==> src/rtl/intr_sequencer.sv <==
// rtl/intr_sequencer.sv - prioritised interrupt entry: commit, drain D/A/M, redirect to SIH, hold until RETI
// Optional INTR_SEQ_EDGE_EN: requests come from an edge-captured pending register instead of raw IRQ levels.
module intr_sequencer #(
   parameter int DBITS        = 16,
   parameter int NSRC         = 3,
   parameter int DRAIN_CYCLES = 3
) (
   input  logic             clk,
   input  logic             reset_n,
   input  logic [NSRC-1:0]  irq,
   input  logic             ie,
   input  logic [DBITS-1:0] pc_next,
   input  logic [DBITS-1:0] sih,
   input  logic             reti_done,
   output logic             flush,
   output logic             redirect,
   output logic [DBITS-1:0] redirect_pc,
   output logic             scs_enter,
   output logic             sra_we,
   output logic [DBITS-1:0] sra_val,
   output logic [DBITS-1:0] sii_val,
   output logic [NSRC-1:0]  iack,
   output logic             busy
);
   localparam int CW = (DRAIN_CYCLES > 1) ? $clog2(DRAIN_CYCLES) : 1;

   typedef enum logic [1:0] {
      IDLE   = 2'b00,
      DRAIN  = 2'b01,
      VECTOR = 2'b10,
      INSVC  = 2'b11
   } state_t;

   state_t          state, state_nxt;
   logic [CW-1:0]   cnt;
   logic [NSRC-1:0] winner;
   logic [NSRC-1:0] req;
   logic [NSRC-1:0] sel_oh;
   logic [3:0]      sel_num;
   logic            take;

`ifdef INTR_SEQ_EDGE_EN
   logic [NSRC-1:0] irq_q;
   logic [NSRC-1:0] pending;

   // Clear the committed source first so a fresh edge in the same cycle is not lost.
   always_ff @(posedge clk or negedge reset_n) begin
      if (!reset_n) begin
         irq_q   <= '0;
         pending <= '0;
      end else begin
         irq_q   <= irq;
         pending <= (pending & ~({NSRC{sra_we}} & winner)) | (irq & ~irq_q);
      end
   end

   assign req = pending;
`else
   assign req = irq;
`endif

   always_comb begin
      sel_oh  = '0;
      sel_num = 4'd0;
      for (int i = NSRC - 1; i >= 0; i--) begin
         if (req[i]) begin
            sel_oh    = '0;
            sel_oh[i] = 1'b1;
            sel_num   = 4'(i + 1);
         end
      end
   end

   assign take = (state == IDLE) && ie && (|req);

   always_ff @(posedge clk or negedge reset_n) begin
      if (!reset_n) state <= IDLE;
      else          state <= state_nxt;
   end

   always_comb begin
      state_nxt   = state;
      flush       = 1'b0;
      redirect    = 1'b0;
      redirect_pc = '0;
      iack        = '0;
      busy        = (state != IDLE);
      case (state)
         IDLE: begin
            if (take) state_nxt = DRAIN;
         end
         DRAIN: begin
            flush = 1'b1;
            if (cnt == '0) state_nxt = VECTOR;
         end
         VECTOR: begin
            flush       = 1'b1;
            redirect    = 1'b1;
            redirect_pc = sih;
            state_nxt   = INSVC;
         end
         INSVC: begin
            iack = winner;
            if (reti_done) state_nxt = IDLE;
         end
         default: state_nxt = IDLE;
      endcase
   end

   // Entry context is frozen here until the next entry; no preemption.
   always_ff @(posedge clk or negedge reset_n) begin
      if (!reset_n) begin
         cnt       <= '0;
         scs_enter <= 1'b0;
         sra_we    <= 1'b0;
         winner    <= '0;
         sii_val   <= '0;
         sra_val   <= '0;
      end else begin
         scs_enter <= take;
         sra_we    <= take;
         if (take) begin
            cnt     <= CW'(DRAIN_CYCLES - 1);
            winner  <= sel_oh;
            sii_val <= {{(DBITS-4){1'b0}}, sel_num};
            sra_val <= pc_next;
         end else if (state == DRAIN && cnt != '0) begin
            cnt <= cnt - 1'b1;
         end
      end
   end
endmodule

==> config.mk <==
export PLATFORM = sky130hd
export DESIGN_NAME = intr_sequencer
export DESIGN_NICKNAME = d
export VERILOG_FILES = /design/src/rtl/intr_sequencer.sv
export SDC_FILE = /design/constraint.sdc
export NUM_CORES = 1
export LEC_CHECK = 0
export ABC_AREA = 0
export CAP_MARGIN = 20
export CORE_ASPECT_RATIO = 1.75
export CORE_MARGIN = 3
export CORE_UTILIZATION = 36
export CTS_BUF_LIST = sky130_fd_sc_hd__clkbuf_4 sky130_fd_sc_hd__clkbuf_8
export CTS_CLUSTER_SIZE = 14
export DETAILED_ROUTE_END_ITERATION = 8
export PLACE_DENSITY_LB_ADDON = 0.15
export SLEW_MARGIN = 5
export SYNTH_ARGS = -nofsm -noshare
export SYNTH_HDL_FRONTEND = slang
export SYNTH_SLANG_ARGS = --single-unit
==> constraint.sdc <==
create_clock -name clk -period 2.5 [get_ports clk]
set_input_delay 0.5 -clock clk [delete_from_list [all_inputs] [get_ports clk]]
set_output_delay 0.5 -clock clk [all_outputs]
set_load 0.02 [all_outputs]
Fig. 1: run 1, sizing map
Scale: 8 px per um.
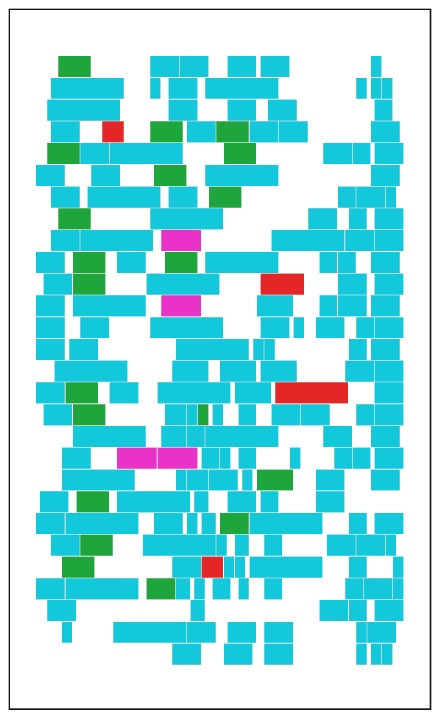
green -> drive 2  # cells 20, share 9.9%
cyan -> drive 1 or less  # cells 174, share 86%
red -> drive 3 to 4  # cells 4, share 2.0%
magenta -> drive 6 and up  # cells 4, share 2.0%
setup slack of the critical path after layout: 0.192 ns
count of plain and timing-repair buffers: 82
area delta synth->final: 63.6%
cell area after layout: 2220 um^2

Fig. 2: run 1, gate families picked out
Scale: 8 px per um.
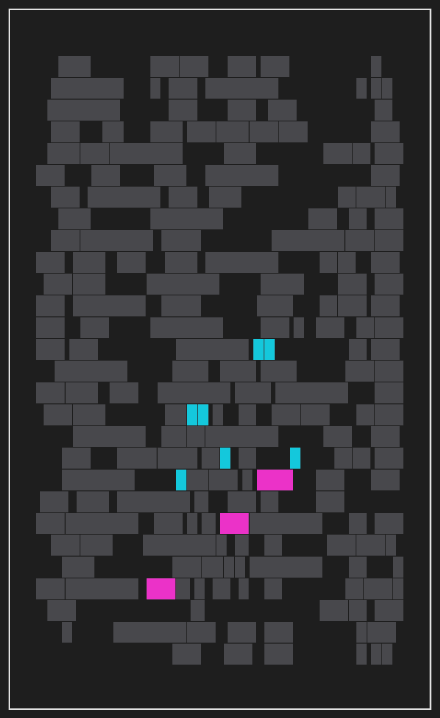
magenta -> AND-OR and OR-AND gates  # cells 3
cyan -> inverters  # cells 7, where centre
tally of non-filler cells in the final layout: 247
most frequent logic cell in the layout: sky130_fd_sc_hd__clkdlybuf4s50_1
share of the final layout cell area in multi-input gates: 0.279

Fig. 3: run 1, met2 routing
Scale: 4 px per um.
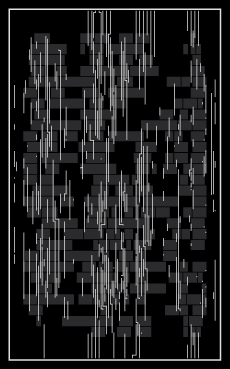
nets with wire on the layer = 219
wire length on this layer = 1,840 um
main direction = vertical
longest straight run = 34.9 um
share of all routed wire = 56%
M2 GR Usage: 0.277
total number of vias: 1,132

==> ds_physical_params.txt <==
Physical implementation characteristics

Parameter                              Value

Finish
  Non-Clock Inverter Count .................. 7
  Total of clock buffers placed in the layout .................. 4
  Antenna cells .................. 0
  Share of final-layout standard cells stronger than drive strength 1 .................. 0.139
  Final core utilization .................. 0.635
  Final-layout clock-cell area share .................. 0.0247
  Logic Gate Count .................. 83

Logic synthesis
  Top flip-flop cell by instance count after synthesis .................. sky130_fd_sc_hd__dfrtp_1
  Yosys Warn Count .................. 0
  Yosys chip area .................. 1360 um^2

Routing
  Total routed wirelength .................. 3300 um
  Max Used Layer .................. met4
  Antenna Nets Post-Route .................. 0
  Vias per std cell .................. 4.58

Worst setup path
  Destination of the critical timing path .................. redirect_pc[1]
  Number of cells on the critical path .................. 4
  Highest net fanout along the worst path .................. 18
  Combined buffer and inverter count along the critical path .................. 2
  Worst-case reg-to-reg path depth .................. 6
  Crit path capture type .................. output pin
  Worst Setup SP .................. state[0]
  Crit-path cells .................. inv_1 > ha_4 > and2_1 > clkdlybuf4s50_1
  Critical path launch point type .................. flip-flop
  FF-to-FF End .................. sra_val[10]
  Cell family with the largest share of critical-path delay .................. buffers and inverters

Floorplanning
  Total number of placement rows .................. 28
  Die Width .................. 52.5 um
  Die extent in y .................. 87.3 um

Hold path
  End of the worst hold path .................. winner[2]
  WHS Path Cells .................. 2

Clocking
  Worst skew pair latency .................. 0.27 ns
  Clock input transition at the sequential cells of the worst setup and hold paths .................. 0.08 ns

Timing
  Fmax achieved .................. 0.433 GHz
  Setup total negative slack .................. 0 ns

Power and ir drop
  Cell Pwr Density .................. 1180 nW/um^2
  Overall power consumption .................. 2.63 mW

Placed design
  HPWL after detailed placement .................. 2720 um
  Number of I/O port buffers .................. 80

Status
  Run status .................. complete, no violations

GRT
  Overall overflow remaining after global route .................. 0
==> run 1: registers in the layout (all words and copies together) (netlist names) <==
signal   count
cnt          2
sii_val      2
sra_val     16
sra_we       1
state        2
winner       3
==> run 1: where the power goes <==
part / leakage (nW) / internal (mW) / switching (mW)
Clock: 0.0288 / 0.141 / 0.124
Combinational: 0.623 / 0.845 / 0.762
Sequential: 0.309 / 0.633 / 0.127
==> run 1: cells by family after synthesis <==
group | after synthesis | share of synthesized area
adder cells (fa/ha/maj) | 6 | 0.0552
AND-OR/OR-AND | 9 | 0.0497
AND/OR/NAND/NOR | 35 | 0.146
multiplexers | 18 | 0.151
flip-flops | 26 | 0.478
buffers and inverters | 24 | 0.110
XOR/XNOR | 1 | 0.00644
other | 1 | 0.00276
Power figures rest on the tool's default switching activity, not on a simulated workload.
